File: src/rtl/reg_dump_pkg.sv
// reg_dump_pkg: shared register-file geometry and dump FSM encodings.
// Used by reg_dump_unit and reg_dump_last_finder.
package reg_dump_pkg;

  localparam int REG_COUNT    = 16;
  localparam int REG_SIZE     = 8;
  localparam int REG_PTR_SIZE = 4;

  localparam logic [1:0] S_IDLE  = 2'd0;
  localparam logic [1:0] S_SCAN  = 2'd1;
  localparam logic [1:0] S_DRAIN = 2'd2;
  localparam logic [1:0] S_DONE  = 2'd3;

endpackage

File: src/rtl/reg_dump_last_finder.sv
// reg_dump_last_finder: flags when no mask bit is set above the pointer.
// Purely combinational; drives the last-word marker of the dump stream.
module reg_dump_last_finder #(
  parameter int REG_COUNT    = 16,
  parameter int REG_PTR_SIZE = 4
) (
  input  logic [REG_COUNT-1:0]    i_mask,
  input  logic [REG_PTR_SIZE-1:0] i_ptr,
  output logic                    o_last
);

  always_comb begin
    o_last = 1'b1;
    for (int i = 0; i < REG_COUNT; i++) begin
      if (i > int'(i_ptr) && i_mask[i]) begin
        o_last = 1'b0;
      end
    end
  end

endmodule

File: src/rtl/reg_dump_unit.sv
// reg_dump_unit: walks the register file and streams (index, data) words.
// Optional XOR checksum output under REG_DUMP_CHECKSUM_EN.
module reg_dump_unit #(
  parameter int REG_COUNT    = reg_dump_pkg::REG_COUNT,
  parameter int REG_SIZE     = reg_dump_pkg::REG_SIZE,
  parameter int REG_PTR_SIZE = reg_dump_pkg::REG_PTR_SIZE
) (
  input  logic                    clk,
  input  logic                    reset,
  input  logic                    dump_start,
  input  logic [REG_COUNT-1:0]    dump_mask,
  output logic                    busy,
  output logic                    done,
  output logic [REG_PTR_SIZE-1:0] rf_rd_ptr,
  input  logic [REG_SIZE-1:0]     rf_rd_data,
  output logic                    out_valid,
  input  logic                    out_ready,
  output logic [REG_PTR_SIZE-1:0] out_idx,
  output logic [REG_SIZE-1:0]     out_data,
  output logic                    out_last
`ifdef REG_DUMP_CHECKSUM_EN
  ,
  output logic [REG_SIZE-1:0]     dump_checksum
`endif
);

  import reg_dump_pkg::*;

  logic [1:0]              r_state;
  logic [REG_PTR_SIZE-1:0] r_ptr;
  logic [REG_COUNT-1:0]    r_mask;
  logic                    r_valid;
  logic [REG_PTR_SIZE-1:0] r_idx;
  logic [REG_SIZE-1:0]     r_data;
  logic                    r_last;

  logic w_free;
  logic w_hs;
  logic w_sel;
  logic w_last;
  logic w_start;

  assign w_free  = !r_valid || out_ready;
  assign w_hs    = r_valid && out_ready;
  assign w_sel   = r_mask[r_ptr];
  assign w_start = (r_state == S_IDLE) && dump_start;

  reg_dump_last_finder #(
    .REG_COUNT    (REG_COUNT),
    .REG_PTR_SIZE (REG_PTR_SIZE)
  ) u_last (
    .i_mask (r_mask),
    .i_ptr  (r_ptr),
    .o_last (w_last)
  );

  always_ff @(posedge clk) begin
    if (!reset) begin
      r_state <= S_IDLE;
      r_ptr   <= '0;
      r_mask  <= '0;
      r_valid <= 1'b0;
      r_idx   <= '0;
      r_data  <= '0;
      r_last  <= 1'b0;
    end else begin
      if (w_hs) begin
        r_valid <= 1'b0;
      end
      unique case (r_state)
        S_IDLE: begin
          if (dump_start) begin
            r_mask  <= dump_mask;
            r_ptr   <= '0;
            r_state <= (|dump_mask) ? S_SCAN : S_DONE;
          end
        end
        S_SCAN: begin
          if (!w_sel) begin
            r_ptr <= r_ptr + 1'b1;
          end else if (w_free) begin
            r_valid <= 1'b1;
            r_idx   <= r_ptr;
            r_data  <= rf_rd_data;
            r_last  <= w_last;
            if (w_last) begin
              r_state <= S_DRAIN;
            end else begin
              r_ptr <= r_ptr + 1'b1;
            end
          end
        end
        // leave once the final word has been taken and out_valid is low
        S_DRAIN: begin
          if (!r_valid) begin
            r_state <= S_DONE;
          end
        end
        S_DONE: begin
          r_state <= S_IDLE;
        end
        default: begin
          r_state <= S_IDLE;
        end
      endcase
    end
  end

`ifdef REG_DUMP_CHECKSUM_EN
  logic [REG_SIZE-1:0] r_csum;

  always_ff @(posedge clk) begin
    if (!reset) begin
      r_csum <= '0;
    end else if (w_start) begin
      r_csum <= '0;
    end else if (w_hs) begin
      r_csum <= r_csum ^ r_data;
    end
  end

  assign dump_checksum = r_csum;
`endif

  assign busy      = (r_state == S_SCAN) || (r_state == S_DRAIN);
  assign done      = (r_state == S_DONE);
  assign rf_rd_ptr = r_ptr;
  assign out_valid = r_valid;
  assign out_idx   = r_idx;
  assign out_data  = r_data;
  assign out_last  = r_last;

endmodule

File: config.mk
export PLATFORM = sky130hd
export DESIGN_NAME = reg_dump_unit
export DESIGN_NICKNAME = d
export VERILOG_FILES = /design/src/rtl/reg_dump_pkg.sv /design/src/rtl/reg_dump_last_finder.sv /design/src/rtl/reg_dump_unit.sv
export SDC_FILE = /design/constraint.sdc
export NUM_CORES = 1
export LEC_CHECK = 0
export ABC_AREA = 1
export CORE_MARGIN = 2
export CORE_UTILIZATION = 55
export CTS_BUF_LIST = sky130_fd_sc_hd__clkbuf_4 sky130_fd_sc_hd__clkbuf_8
export CTS_CLUSTER_DIAMETER = 80
export DETAILED_ROUTE_END_ITERATION = 7
export GPL_TIMING_DRIVEN = 1
export PLACE_DENSITY = 0.9
export REMOVE_ABC_BUFFERS = 1
export SLEW_MARGIN = 20
export SYNTH_ARGS = -nofsm -noshare
export SYNTH_HDL_FRONTEND = slang
export SYNTH_SLANG_ARGS = --single-unit
export TNS_END_PERCENT = 100
File: constraint.sdc
create_clock -name clk -period 3.44 [get_ports clk]
set_input_delay 0.344 -clock clk [delete_from_list [all_inputs] [get_ports clk]]
set_output_delay 0.344 -clock clk [all_outputs]
set_load 0.005 [all_outputs]
==> images/class_map.png <==
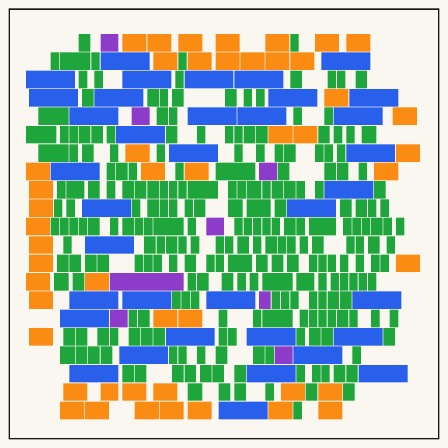
class	colour	cells
remaining logic cells	green	244
registers	blue	36
remaining buffers and delay cells	orange	48
clock drivers and dummy loads	purple	8

==> images/ff_map.png <==
The bar under the picture is 20 µm long. Other sequential cells in the stronger grey, the rest of the logic in the fainter grey.
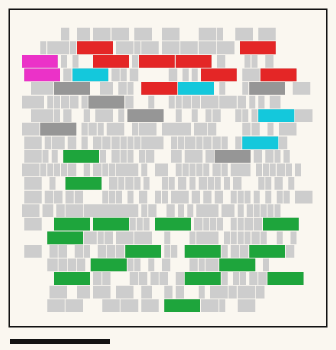
signal	colour	placed flops
`r_state`	magenta	2
`out_data`	red	8
`out_idx`	cyan	4
`r_mask`	green	16

==> images/placed.png <==
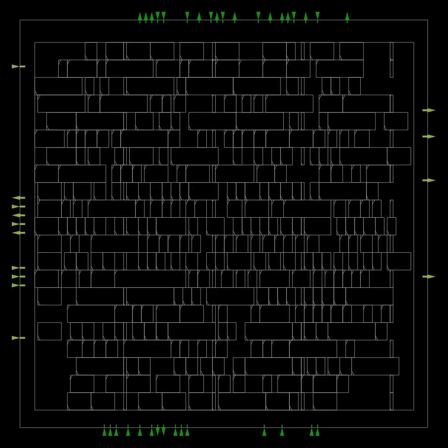
flop count: 36
area of the core: 3360 µm²
flop share of the area: 0.290
Rows: 21
FILL cells: 311

==> images/m3.png <==
The bar under the picture is 20 µm long.
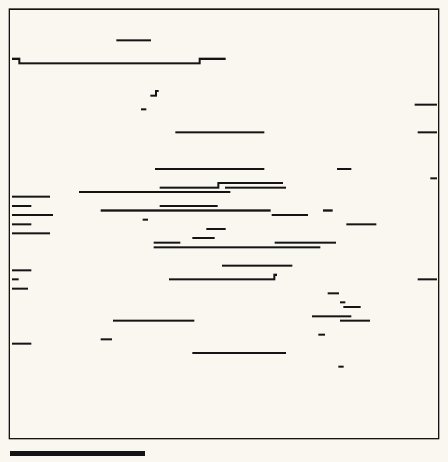
share of all routed wire	6.4%
longest straight run	26.7 µm
wire length on this layer	311 µm

==> CHANGELOG.md <==
## Flow update

* Final GP Congestion at ~0.9
* Clk root buf: clkbuf_4
* Pin count of the biggest net entering global routing at 37
* Clock Skew at roughly 12 ps
* Avg Synthesized Cell Area at 6.63 µm²
* IO Port Bufs at approximately 47
* Synthesized registers at 36
* Iter 0 DRT Violations at just under 200
* Vias at roughly 2,000
* Inverters at 35
* GRT overflow at 0
* Register area at around 720 µm²
* WP data arrival at approximately 2700 ps
* Maximum clock path buffer count at 2
* Tap Count at between 40 and 50
* Synthesis-to-layout area growth at 28.2%
* Worst-margin pin slew at between 700 and 800 ps
* Post-route ant nets at 0
* Outcome: completed
* Area leader share at 0.372
==> logic make-up (layout without fill, tap and decap cells) <==
kind of cell	after synthesis	in the layout	share of synthesized area
buf+inv	47	91	0.105
flops	36	36	0.372
compound gates	65	65	0.171
simple gates	136	136	0.301
fa+ha+maj	8	8	0.0517
==> path summary, 6_finish.rpt <==
| check | end | slack, ps | from |
|---|---|---|---|
| worst max-delay path | rf_rd_ptr[0] | 1020 | rf_rd_ptr[0] |
| worst min-delay path | r_mask[0] | 460 | r_mask[0] |
| worst max register to register | rf_rd_ptr[0] | 1020 | rf_rd_ptr[0] |
| worst min register to register | r_mask[0] | 460 | r_mask[0] |
==> flip-flops by register name, indices dropped and copies added, names as in the netlist <==
register / count
r_mask: 16
out_data: 8
rf_rd_ptr: 4
r_state: 2
out_idx: 4
out_last: 1
out_valid: 1
